==> run_1/ff_map.png <==
The bar under the picture is 20 µm long.
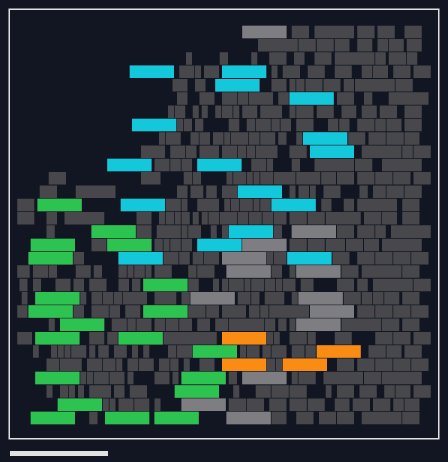
==> run_1/congestion_map.png <==
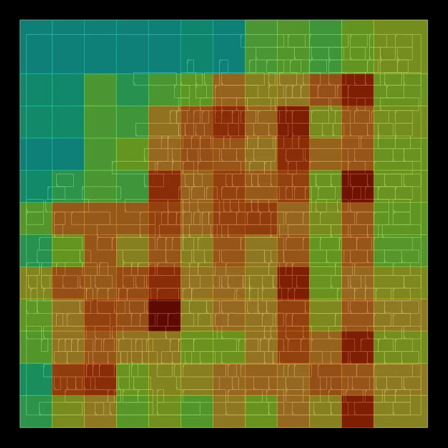
==> run_1/port_trees.png <==
The bar under the picture is 20 µm long.
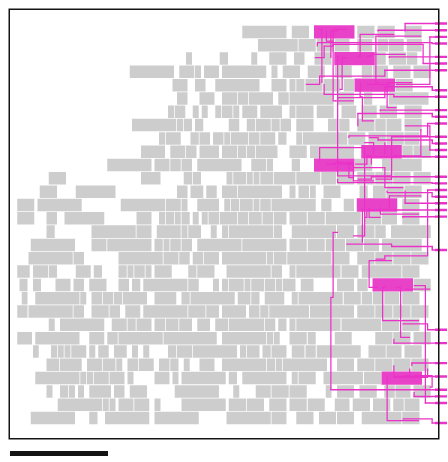
## config.mk

```make
export PLATFORM = sky130hd
export DESIGN_NAME = draw_scheduler
export DESIGN_NICKNAME = d
export VERILOG_FILES = /design/src/rtl/draw_scheduler.sv
export SDC_FILE = /design/constraint.sdc
export NUM_CORES = 1
export LEC_CHECK = 0
export CAP_MARGIN = 20
export CORE_UTILIZATION = 47
export CTS_CLUSTER_SIZE = 40
export DETAILED_ROUTE_END_ITERATION = 7
export PLACE_DENSITY = 0.91
export SLEW_MARGIN = 0
export SYNTH_ARGS = -nofsm -noshare
export SYNTH_HDL_FRONTEND = slang
export SYNTH_SLANG_ARGS = --single-unit
```

## constraint.sdc

```tcl
create_clock -name clock -period 2.5 [get_ports clock]
set_input_delay 0.5 -clock clock [delete_from_list [all_inputs] [get_ports clock]]
set_output_delay 0.5 -clock clock [all_outputs]
set_load 0.02 [all_outputs]
```

## src/rtl/draw_scheduler.sv

```systemverilog
// draw_scheduler: frame-paced arbiter for the single VGA pixel-write port.
// Each frame tick it snapshots the client request mask, then starts clients
// one at a time (lowest index first) with a go/done handshake, forwarding the
// active client's pixel stream to the VGA port while that client is busy.
module draw_scheduler #(
   parameter int N_CLIENTS   = 4,
   parameter int FRAME_TICKS = 833333,
   parameter int MAX_BUSY    = 65535
) (
   input  logic                     clock,
   input  logic                     reset,
   input  logic                     enable,
   input  logic [N_CLIENTS-1:0]     req,
   input  logic [N_CLIENTS-1:0]     done,
   input  logic [8*N_CLIENTS-1:0]   pix_x,
   input  logic [7*N_CLIENTS-1:0]   pix_y,
   input  logic [3*N_CLIENTS-1:0]   pix_colour,
   input  logic [N_CLIENTS-1:0]     pix_we,
   output logic [N_CLIENTS-1:0]     go,
   output logic [7:0]               vga_x,
   output logic [6:0]               vga_y,
   output logic [2:0]               vga_colour,
   output logic                     vga_we,
   output logic                     frame_start,
   output logic                     pass_done,
   output logic                     timeout,
   output logic                     overrun
);

   localparam int GW = $clog2(N_CLIENTS);

   typedef enum logic [1:0] {
      IDLE = 2'd0,
      SCAN = 2'd1,
      GO   = 2'd2,
      BUSY = 2'd3
   } state_t;

   state_t               state;
   state_t               state_next;
   logic [19:0]          frame_cnt;
   logic                 tick;
   logic                 tick_pending;
   logic                 consume;
   logic [N_CLIENTS-1:0] mask;
   logic [N_CLIENTS-1:0] mask_next;
   logic [GW-1:0]        grant;
   logic [GW-1:0]        grant_next;
   logic [GW-1:0]        low_idx;
   logic [N_CLIENTS-1:0] low_onehot;
   logic [15:0]          busy_cnt;
   logic [15:0]          busy_cnt_next;
   logic                 done_sel;
   logic                 go_set;
   logic                 fs_set;
   logic                 pd_set;
   logic                 to_set;

   // A frame tick fires on the last count of the frame, only while running.
   assign tick = enable && (frame_cnt == 20'(FRAME_TICKS - 1));

   // Frame counter: counts while enabled, wraps on tick, holds otherwise.
   always_ff @(posedge clock or posedge reset) begin
      if (reset) begin
         frame_cnt <= 20'd0;
      end else if (enable) begin
         frame_cnt <= tick ? 20'd0 : frame_cnt + 20'd1;
      end
   end

   // Pending-frame flag and overrun detection (a tick lost on an already pending flag).
   always_ff @(posedge clock or posedge reset) begin
      if (reset) begin
         tick_pending <= 1'b0;
         overrun      <= 1'b0;
      end else begin
         tick_pending <= (tick_pending && !consume) || tick;
         overrun      <= tick && tick_pending && !consume;
      end
   end

   // Lowest set bit of the remaining mask (the next client to be served).
   always_comb begin
      low_idx    = '0;
      low_onehot = '0;
      for (int i = N_CLIENTS - 1; i >= 0; i--) begin
         if (mask[i]) begin
            low_idx    = GW'(i);
            low_onehot = '0;
            low_onehot[i] = 1'b1;
         end else begin
            low_idx    = low_idx;
            low_onehot = low_onehot;
         end
      end
   end

   // Completion from the granted client only; everyone else's done is ignored.
   always_comb begin
      done_sel = 1'b0;
      for (int i = 0; i < N_CLIENTS; i++) begin
         if (grant == GW'(i)) begin
            done_sel = done[i];
         end else begin
            done_sel = done_sel;
         end
      end
   end

   // Next-state logic for the pass sequencer and the one-cycle pulse requests.
   always_comb begin
      state_next    = state;
      mask_next     = mask;
      grant_next    = grant;
      busy_cnt_next = busy_cnt;
      consume       = 1'b0;
      go_set        = 1'b0;
      fs_set        = 1'b0;
      pd_set        = 1'b0;
      to_set        = 1'b0;
      case (state)
         IDLE: begin
            if (tick_pending) begin
               consume    = 1'b1;
               mask_next  = req;
               fs_set     = 1'b1;
               state_next = SCAN;
            end else begin
               state_next = IDLE;
            end
         end
         SCAN: begin
            if (mask == '0) begin
               pd_set     = 1'b1;
               state_next = IDLE;
            end else begin
               grant_next = low_idx;
               mask_next  = mask & ~low_onehot;
               go_set     = 1'b1;
               state_next = GO;
            end
         end
         GO: begin
            busy_cnt_next = 16'd0;
            state_next    = BUSY;
         end
         BUSY: begin
            if (done_sel) begin
               state_next = SCAN;
            end else if (busy_cnt == 16'(MAX_BUSY - 1)) begin
               to_set     = 1'b1;
               state_next = SCAN;
            end else begin
               busy_cnt_next = busy_cnt + 16'd1;
            end
         end
         default: begin
            state_next = IDLE;
         end
      endcase
   end

   // Sequencer state, snapshot mask, grant and watchdog counter.
   always_ff @(posedge clock or posedge reset) begin
      if (reset) begin
         state    <= IDLE;
         mask     <= '0;
         grant    <= '0;
         busy_cnt <= 16'd0;
      end else begin
         state    <= state_next;
         mask     <= mask_next;
         grant    <= grant_next;
         busy_cnt <= busy_cnt_next;
      end
   end

   // Registered one-cycle pulses; go is high during the GO state only.
   always_ff @(posedge clock or posedge reset) begin
      if (reset) begin
         go          <= '0;
         frame_start <= 1'b0;
         pass_done   <= 1'b0;
         timeout     <= 1'b0;
      end else begin
         go          <= go_set ? low_onehot : '0;
         frame_start <= fs_set;
         pass_done   <= pd_set;
         timeout     <= to_set;
      end
   end

   // Pixel mux: only the busy client reaches the VGA port, with no added latency.
   always_comb begin
      vga_x      = 8'd0;
      vga_y      = 7'd0;
      vga_colour = 3'd0;
      vga_we     = 1'b0;
      if (state == BUSY) begin
         for (int i = 0; i < N_CLIENTS; i++) begin
            if (grant == GW'(i)) begin
               vga_x      = pix_x[8*i +: 8];
               vga_y      = pix_y[7*i +: 7];
               vga_colour = pix_colour[3*i +: 3];
               vga_we     = pix_we[i];
            end else begin
               vga_x      = vga_x;
               vga_y      = vga_y;
               vga_colour = vga_colour;
               vga_we     = vga_we;
            end
         end
      end else begin
         vga_we = 1'b0;
      end
   end

endmodule

```

==> notes.md, run 1 <==
Physical implementation.

- For the final database, setup skew stands at 0.00393 ns.
- The first-pass GRT wire length is 16,500 µm.
- The first detailed-routing pass ran for 4 iterations.
- The tightest hold margin is 0.513 ns.
- The switching part of the total is 34.3%.
- The final worst slack is 0.0442 ns.
- The cell area that synthesis handed to floorplanning was 3430 µm².
- For this run, the top clock speed supported by timing is 407 MHz.
- The worst setup path is launched from a flop.
- The number of cell instances after yosys synthesis is 343.
- The share of synthesized cell area in and, or, nand and nor gates is 27.5%.
- In this run the standard cell core region covers 6910 µm².
- The vertical die dimension reported for this design is 87.4 µm.
- The net switching power in the latest report is 914 µW.
- The final sum of negative setup slack is 0 ns.
- Each instance of the synthesized netlist takes up on average 10.0 µm².
- The number of antenna violations at the first check in global routing is 0.
- The core utilization at floorplan is 49.7%.
- Looking at the power breakdown, combinational cells take 33.3% of the total.
- Setup repair after global routing could not meet its margin everywhere.
- Yosys shows that the main logic family after synthesis is simple AND/OR/NAND/NOR gates.
- The wire length the detailed router placed on met1 is 4230 µm.
- The leakage component of the power was reported as 2.13 nW.
- The routed layout has 3,388 vias.
- The count of warning messages emitted by the tools is 29.
- For reference, compound AND-OR and OR-AND cells occupy 11.6% of the area reported after synthesis.
- The final report gives the standard cell area, fillers excluded, as 4850 µm².
- The aggregate routed wire length is 10,700 µm.
- Per STA, the worst path is made up of buf_12 > mux4_2 > nor2b_1 > clkdlybuf4s15_1.
- The pin count of the biggest net entering global routing is 35.
- The standard cell area after detailed placement is 4750 µm².
- The heaviest power group is sequential cells.
- Looking at the reg2reg group, the worst path ends at busy_cnt[5].
- In the setup report, the worst path falls into the class flop to output pin.
- The number of different library cells used by synthesis comes to 53.
- In the final report, the number of hold violations comes to 0.
- The adder-cell share of the synthesized area is 1.46%.
- The count of port buffers added during placement is 113.
- OpenSTA, run right after detailed placement, puts the worst setup slack at -0.223 ns.
- The data arrival at the endpoint of the critical path is 1.96 ns.
- In this run the worst hold path is classified as flop to flop.
- For flop-to-flop paths, the worst setup slack is 0.20 ns.
- The sequential power reported by the tool is 1.15 mW.
- The global routing met1 resource utilization is 35.2%.
- The report lists the number of standard-cell rows as 30.
- STA lists the startpoint of the worst hold path as frame_cnt[19].
- The type of element capturing the critical path is an output pin.
- The detailed router reports a met3 wire length of 980 µm.
- As reported, the later end of the worst-skew pair has a clock insertion delay of 0.32 ns.
- Counting tap cells, the placed design contains a total of 550 instances.
- Yosys reported that registers with async set or reset make up 100%.
- In the global route stage, met3 resource usage came out at 5.59%.
- The total power density per cell area is 549 nW/µm².
- The worst path required time is 2.00 ns.
- The die covers 7640 µm².
- The maximum cell stage delay along the critical path is 0.57 ns.
- The timing report shows that the slowest cell on the worst path is mux4_2.
- The final timing report lists a max-slew violation count of 0.
- TritonCTS built the clock tree.
- After clock tree synthesis, the clock-pin slew on the worst setup and hold paths is 0.10 ns.
- The prevailing post-synth register cell is dfrtp_1.
- The xor-xnor portion of the synthesized cell area is 3.57%.
- Leaving out fill and tap cells, the most frequent cell in the layout is clkdlybuf4s50_1.
- The worst register-to-register path begins at grant[0].
- The most heavily used metal layer in global routing is met2.
- Dividing the detail-routed via count by the number of cells gives 6.06.
- The run finished with clean final reports.
- The non-filler instance count after layout is 559.
- Logic depth along the worst register-to-register path is recorded as 6.
- Recorded from the global router log, the overflow total was 0.
- Looking at the clock tree report, the maximum root-to-sink buffer count equals 2.
- The count of antenna diodes in the layout is 0.
- The routed layout reports a DRC error count of 0.
- The worst IR drop on VDD is 0.349 mV.
- The overall power consumption is 2.66 mW.
- The sequential element share of the synthesized area is 38.7%.
- The tree built by TritonCTS fans out to 53 sinks.
- The proportion of layout cells with a drive suffix above 1 is 13.2%.
- The power attributed to combinational cells is 887 µW.
- The total length of routed met2 wires is 5250 µm.
- The share of the clock period used by the worst path after layout is 98.2%.
- The worst-case max-slew headroom was logged as 65.6%.
- Per the CTS log, the root buffer master is clkbuf_8.
- The chip area estimate from yosys synthesis is 3430 µm².
- Buffers inserted to repair hold after CTS numbered 0.
- The power dissipated in the clock network is 626 µW.
- Synthesis inferred 53 register bits.
- The routed length per placed instance is 19.2 µm.
- Per the cell usage report, the commonest logic cells after layout are clkdlybuf4s50_1 (94), dfrtp_1 (53), nand2_1 (32).
About ff_map.png:
color	name in the netlist	flops
cyan	busy_cnt	16
green	frame_cnt	20
orange	mask	4
not colored	13

About congestion_map.png:
core utilization of the finished layout: 70.3%
total global-route track usage: 28.6%

About port_trees.png:
color	port	bits	direction	end cells	buffers	wire
magenta	pix_x	32	input	8	32	901 µm

==> run 1: worst max-delay path by stage <==
stage | start | end | cells after the start
after floorplan | done[3] | busy_cnt[5] | 5
after global placement | pix_y[19] | vga_y[5] | 4
after detailed placement | pix_y[19] | vga_y[5] | 4
after CTS | pix_y[19] | vga_y[5] | 4
after global routing | grant[0] | vga_x[7] | 4
final | grant[0] | vga_x[7] | 4
==> run 1: flip-flops by register name (all words and copies together), names as in the netlist, named ones only <==
| name | flops |
|---|---|
| timeout | 1 |
| tick_pending | 1 |
| grant | 2 |
| overrun | 1 |
| frame_start | 1 |
| pass_done | 1 |
| frame_cnt | 20 |
| state | 1 |
| mask | 4 |
| go | 4 |
| busy_cnt | 16 |
==> run 1: cell type report <==
cell class / count / area [µm²]
Clock buffer: 5 / 68.8
Tap cell: 96 / 120
Multi-Input combinational cell: 259 / 1970
Timing Repair Buffer: 132 / 1270
Inverter: 11 / 41.3
Fill cell: 483 / 2050
Sequential cell: 53 / 1330
Clock inverter: 3 / 50.0
==> run 1: critical path, delay by kind of cell (launching register included) <==
kind | cells | cell delay [ns]
mux | 1 | 0.57
flops | 1 | 0.42
buf+inv | 2 | 0.48
simple gates | 1 | 0.16
==> run 1: Yosys cell counts, types with 7 or more instances <==
library cell,n,area (µm²)
xnor2_1,8,70.1
nand2_1,32,120
a21oi_1,7,35.0
dfrtp_1,53,1330
o21ai_0,9,45.0
nor2b_1,25,156
inv_1,10,37.5
nand4_1,14,87.6
and4_1,9,78.8
clkbuf_1,13,48.8
mux4_2,20,450
nand3_1,13,65.1
nor2_1,28,105
nor3_1,11,55.1
==> run 1: repair_timing <==
| action | CTS | global route |
|---|---|---|
| endpoints found under the setup margin | 19 | 3 |
| resized | 20 | 5 |
| pin swaps | 0 | 0 |
| setup buffers | 0 | 1 |
==> run 2, diff against run 1 <==
--- a/config.mk
+++ b/config.mk
@@ -14,3 +14,4 @@
 export SYNTH_ARGS = -nofsm -noshare
 export SYNTH_HDL_FRONTEND = slang
 export SYNTH_SLANG_ARGS = --single-unit
+export TNS_END_PERCENT = 50
==> run_2/congestion_map.png <==
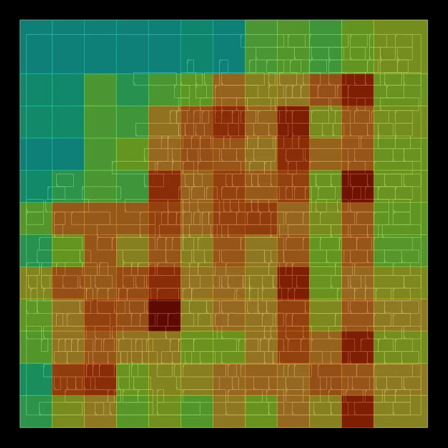
fraction of met3 tracks used by global routing: 5.59%
met1 routing resource usage after global routing: 35.2%

==> run 2 against run 1 <==
Power unchanged. Combinational power about the same. Synthesized cell count unchanged. Final area unchanged. Critical path depth stayed put. Global-route usage unchanged. Register-to-register slack about the same. Non-clock buffer count unchanged. Critical endpoint unchanged. Largest cell class unchanged. Highest routed layer unchanged.
==> notes.md, run 2 <==
Physical implementation.

- The detailed-router iteration count before antenna repair came to 4 (unchanged).
- The switching part of the total is 34.3% (unchanged).
- The number of clock sinks seen by CTS is 53 (unchanged).
- TritonCTS built the clock tree.
- The register bank with the most flops is frame_cnt.
- The leakage power figure came to 2.13 nW (unchanged).
- dfrtp_1 takes more of the synthesized area than any other cell.
- The area of the multi-input gates is 1970 µm² (unchanged).
- Looking at the critical path, the highest net fanout was 14.
- The number of antenna violations at the first check in global routing is 0 (unchanged).
- The overall overflow remaining after global route came to 0 (unchanged).
- The combinational group share of total power is 33.3% (about the same).
- The count of port buffers added during placement is 113 (unchanged).
- The combined global-route utilization of all metal layers was 28.6% (unchanged).
- The most common cell in the synthesized netlist is dfrtp_1.
- Setup repair after global routing could not meet its margin everywhere.
- The final estimated routing congestion in global placement is 0.906.
- The net count of the finished layout is 553.
- The pin count of the biggest net entering global routing is 35 (unchanged).
- The actual slew at the worst max-slew pin is 0.515 ns.
- The count of warning messages emitted by the tools is 29 (unchanged).
- According to the floorplan report, the die width is 87.4 µm.
- For reference, the critical path cell chain is buf_12 > mux4_2 > nor2b_1 > clkdlybuf4s15_1.
- The chip area estimate from yosys synthesis is 3430 µm² (unchanged).
- The final report lists the setup-violating endpoint count as 0.
- The sequential element share of the synthesized area is 38.7% (unchanged).
- The run reported a max-capacitance violation count of 0.
- The cell depth of the worst hold path is 1.
- The standard cell area after detailed placement is 4750 µm² (unchanged).
- The detail route stage leaves a number of antenna-violating nets equal to 0.
- The flow ran to the end, and the final reports show no timing, DRC or antenna violations.
- The aggregate routed wire length is 10,700 µm (unchanged).
- Ranking logic cells in the layout by count gives the top entries clkdlybuf4s50_1 (94), dfrtp_1 (53), nand2_1 (32).
- The count of fill cells added during filler insertion is 483 (unchanged).
- The count of antenna diodes in the layout came to 0 (unchanged).
- The tree is rooted in a clkbuf_8.
- The count of synthesis-stage warnings from yosys is 0.
- The number of register bits inferred by synthesis is 53 (unchanged).
- The worst IR drop on VDD is 0.349 mV (unchanged).
- The number of cells in the design after placement was 550 (unchanged).
- The non-filler instance count after layout came to 559 (unchanged).
- For reference, the top cells by count after synthesis are dfrtp_1 (53), nand2_1 (32), nor2_1 (28).
- The violation tally from detailed-route iteration zero is 294.
- The internal power consumption is 1.75 mW.
- For the finished layout, the period the worst path requires is 2.46 ns.
- The switching power total is 914 µW (unchanged).
- The clock slew at the register clock pins of the worst setup and hold paths came to 0.10 ns (about the same).
- The pre-CTS worst setup slack was -0.223 ns (unchanged).
- The number of flip-flops in the largest register is 20 (unchanged).
- The synthesized area came to 3430 µm² (unchanged).
- The placed wire-length estimate after detailed placement is 8080 µm.
- The number of flops mapped to enable cells by yosys is 0.
- The largest registers in the layout are frame_cnt: 20 flops, busy_cnt: 16 flops.
- Looking at the hold checks, the worst path lands on frame_cnt[19].
- The final number of max-transition violations is 0 (unchanged).
- The worst path required time is 2.00 ns (about the same).
- The core box area came to 6910 µm² (unchanged).
- Relative to the synthesized area, the layout overhead comes to 41.4%.
- The routed length per placed instance is 19.2 µm (unchanged).
- The number of cell instances after yosys synthesis came to 343 (unchanged).
- The data arrival at the endpoint of the critical path is 1.96 ns (about the same).
- The adder-cell share of the synthesized area was 1.46% (unchanged).
- The aoi/oai-family share of the synthesized area is 11.6% (unchanged).
- The die outline area came to 7640 µm² (unchanged).
- Per the CTS log, the maximum H-tree level is 2.
- For the worst min-delay path, the startpoint reported by OpenROAD is frame_cnt[19].
- The master of the slowest instance on the critical path is mux4_2.
- The post-synthesis async set-or-reset flop share is 100% (unchanged).
- The end of the worst register-to-register path is busy_cnt[5].
- By area the synthesized netlist is led by dfrtp_1 (39%), mux4_2 (13%), nor2b_1 (4.6%).
- The design area is 4850 µm² (unchanged).
- The count of vias placed by the detailed router is 3,388 (unchanged).
- The final routed DRC violation total was 0 (unchanged).
- The final standard cell utilization of the core is 70.3% (unchanged).
- The worst reg2reg path depth is 6 (unchanged).
- The xor-xnor portion of the synthesized cell area is 3.57% (unchanged).
- The worst clock skew came to 0.00393 ns (unchanged).
- The post-CTS setup buffer count came to 0 (unchanged).
- The core utilization at floorplan is 49.7% (unchanged).
- The number of global-route vias before repair is 3,252.
- The number of cells upsized or downsized after cts was 20 (unchanged).
- For this run, the leading register cell type out of synthesis is dfrtp_1.
- The worst reg-to-reg setup slack is 0.20 ns (about the same).
- The final worst slack came to 0.0442 ns (unchanged).
- The clock latency on the worst-skew pair was 0.32 ns (about the same).
- The clock network is responsible for 23.5% of the overall power.
- The headroom to the max-slew limit came to 65.6% (unchanged).
- The beginning of the worst register-to-register path is grant[0].
- The most critical min-delay path falls under flop to flop.
- The final hold violation count is 0 (unchanged).
- The number of core rows is 30 (unchanged).
- The tightest hold margin is 0.513 ns (unchanged).
- The number of buffers between clock root and the deepest sink is 2 (unchanged).
- The total power density per cell area is 549 nW/µm² (unchanged).
- The kind of launch point of the worst setup path is a flop.
- The proportion of layout cells with a drive suffix above 1 is 13.2% (unchanged).
- The share of the clock period used by the worst path after layout is 98.2% (unchanged).
- The dominant logic cell type in the layout is clkdlybuf4s50_1.
- The die extent in y is 87.4 µm (unchanged).
- The share of synthesized cell area in and, or, nand and nor gates was 27.5% (unchanged).
- The number of hold-repair buffers added at the cts stage is 0 (unchanged).
- The critical path is of the flop to output pin type.
- The via count normalized by instance count was 6.06 (unchanged).
- The count of buffering cells on the critical path with inverters included was 2 (unchanged).
- The proportion of netlist area held by the largest area contributor is 38.7% (unchanged).
- The first-pass GRT wire length is 16,500 µm (unchanged).
- The number of distinct library cells after synthesis was 53 (unchanged).
- The cell class contributing the biggest share of worst-path delay is multiplexers.
- The maximum achievable frequency came to 407 MHz (unchanged).
- The floorplan report gives the top-level pin count as 114.
- The mux contribution to synthesized area is 13.4%.
- The mean post-synth cell area is 10.0 µm² (unchanged).
- The number of cells produced by synthesis is 343.
- The sequential share of power is 43.2%.
- Clock tree synthesis inserted a total of 5 buffers.
- The register area is 1330 µm² (unchanged).
- STA classifies the critical path endpoint as an output pin.
- When the netlist entered floorplanning its net count stood at 434.
- Among the non-sequential cells, simple AND/OR/NAND/NOR gates take the most area.
- The maximum cell stage delay along the critical path is 0.57 ns (about the same).
==> run_2/layers.png <==
Two of the layers only.
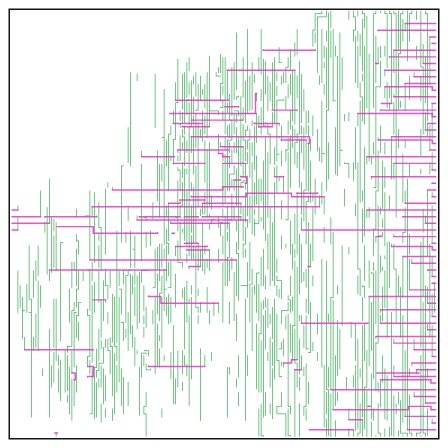
color	layer	wire length
magenta	M3	981 µm
green	M2	5,250 µm

## run 2: cell counts after synthesis
No cell type changed its count.
## run 2: area by class of cell
type / count / share of cell area (%)
Sequential cell: 53 / 27.3
Multi-Input combinational cell: 259 / 40.7
Tap cell: 96 / 2.48
Inverter: 11 / 0.851
Clock inverter: 3 / 1.03
Timing Repair Buffer: 132 / 26.2
Clock buffer: 5 / 1.42
## run 2: power by group through the flow
| stage | clock (mW) | sequential (mW) | combinational [mW] |
|---|---|---|---|
| after detailed placement | 0 | 1.16 | 0.876 |
| after global routing | 0.671 | 1.17 | 0.949 |
| after global placement | 0 | 1.14 | 0.840 |
| after CTS | 0.632 | 1.14 | 0.880 |
| after floorplan | 0 | 1.10 | 0.587 |
| final | 0.626 | 1.15 | 0.887 |
## run 2: how the worst max path moves through the flow
stage / from / to / slack [ns] / cells after the start
after floorplan: done[3] / busy_cnt[5] / 0.49 / 5
after global placement: pix_y[19] / vga_y[5] / -0.24 / 4
after detailed placement: pix_y[19] / vga_y[5] / -0.22 / 4
after CTS: pix_y[19] / vga_y[5] / 0.006 / 4
after global routing: grant[0] / vga_x[7] / -0.003 / 4
final: grant[0] / vga_x[7] / 0.04 / 4
## run 2: through the flow
| stage | total power, mW | setup TNS (ns) |
|---|---|---|
| CTS | 2.66 | 0 |
| detailed placement | 2.03 | -1.64 |
| global placement | 1.98 | -1.39 |
| finish | 2.66 | 0 |
| global route | 2.79 | -0.00331 |
| floorplan | 1.68 | 0 |
## run 2: layer usage
metal / part of all wire [%] / GRT usage, % / vias up
met2: 49 / 50.0 / 181
li1: - / - / 1516
met1: 39 / 35.2 / 1672
met3: 9.1 / 5.59 / 19
met5: 0 / 0 / -
met4: 2.4 / 9.99 / 0
Power figures rest on the tool's default switching activity, not on a simulated workload.
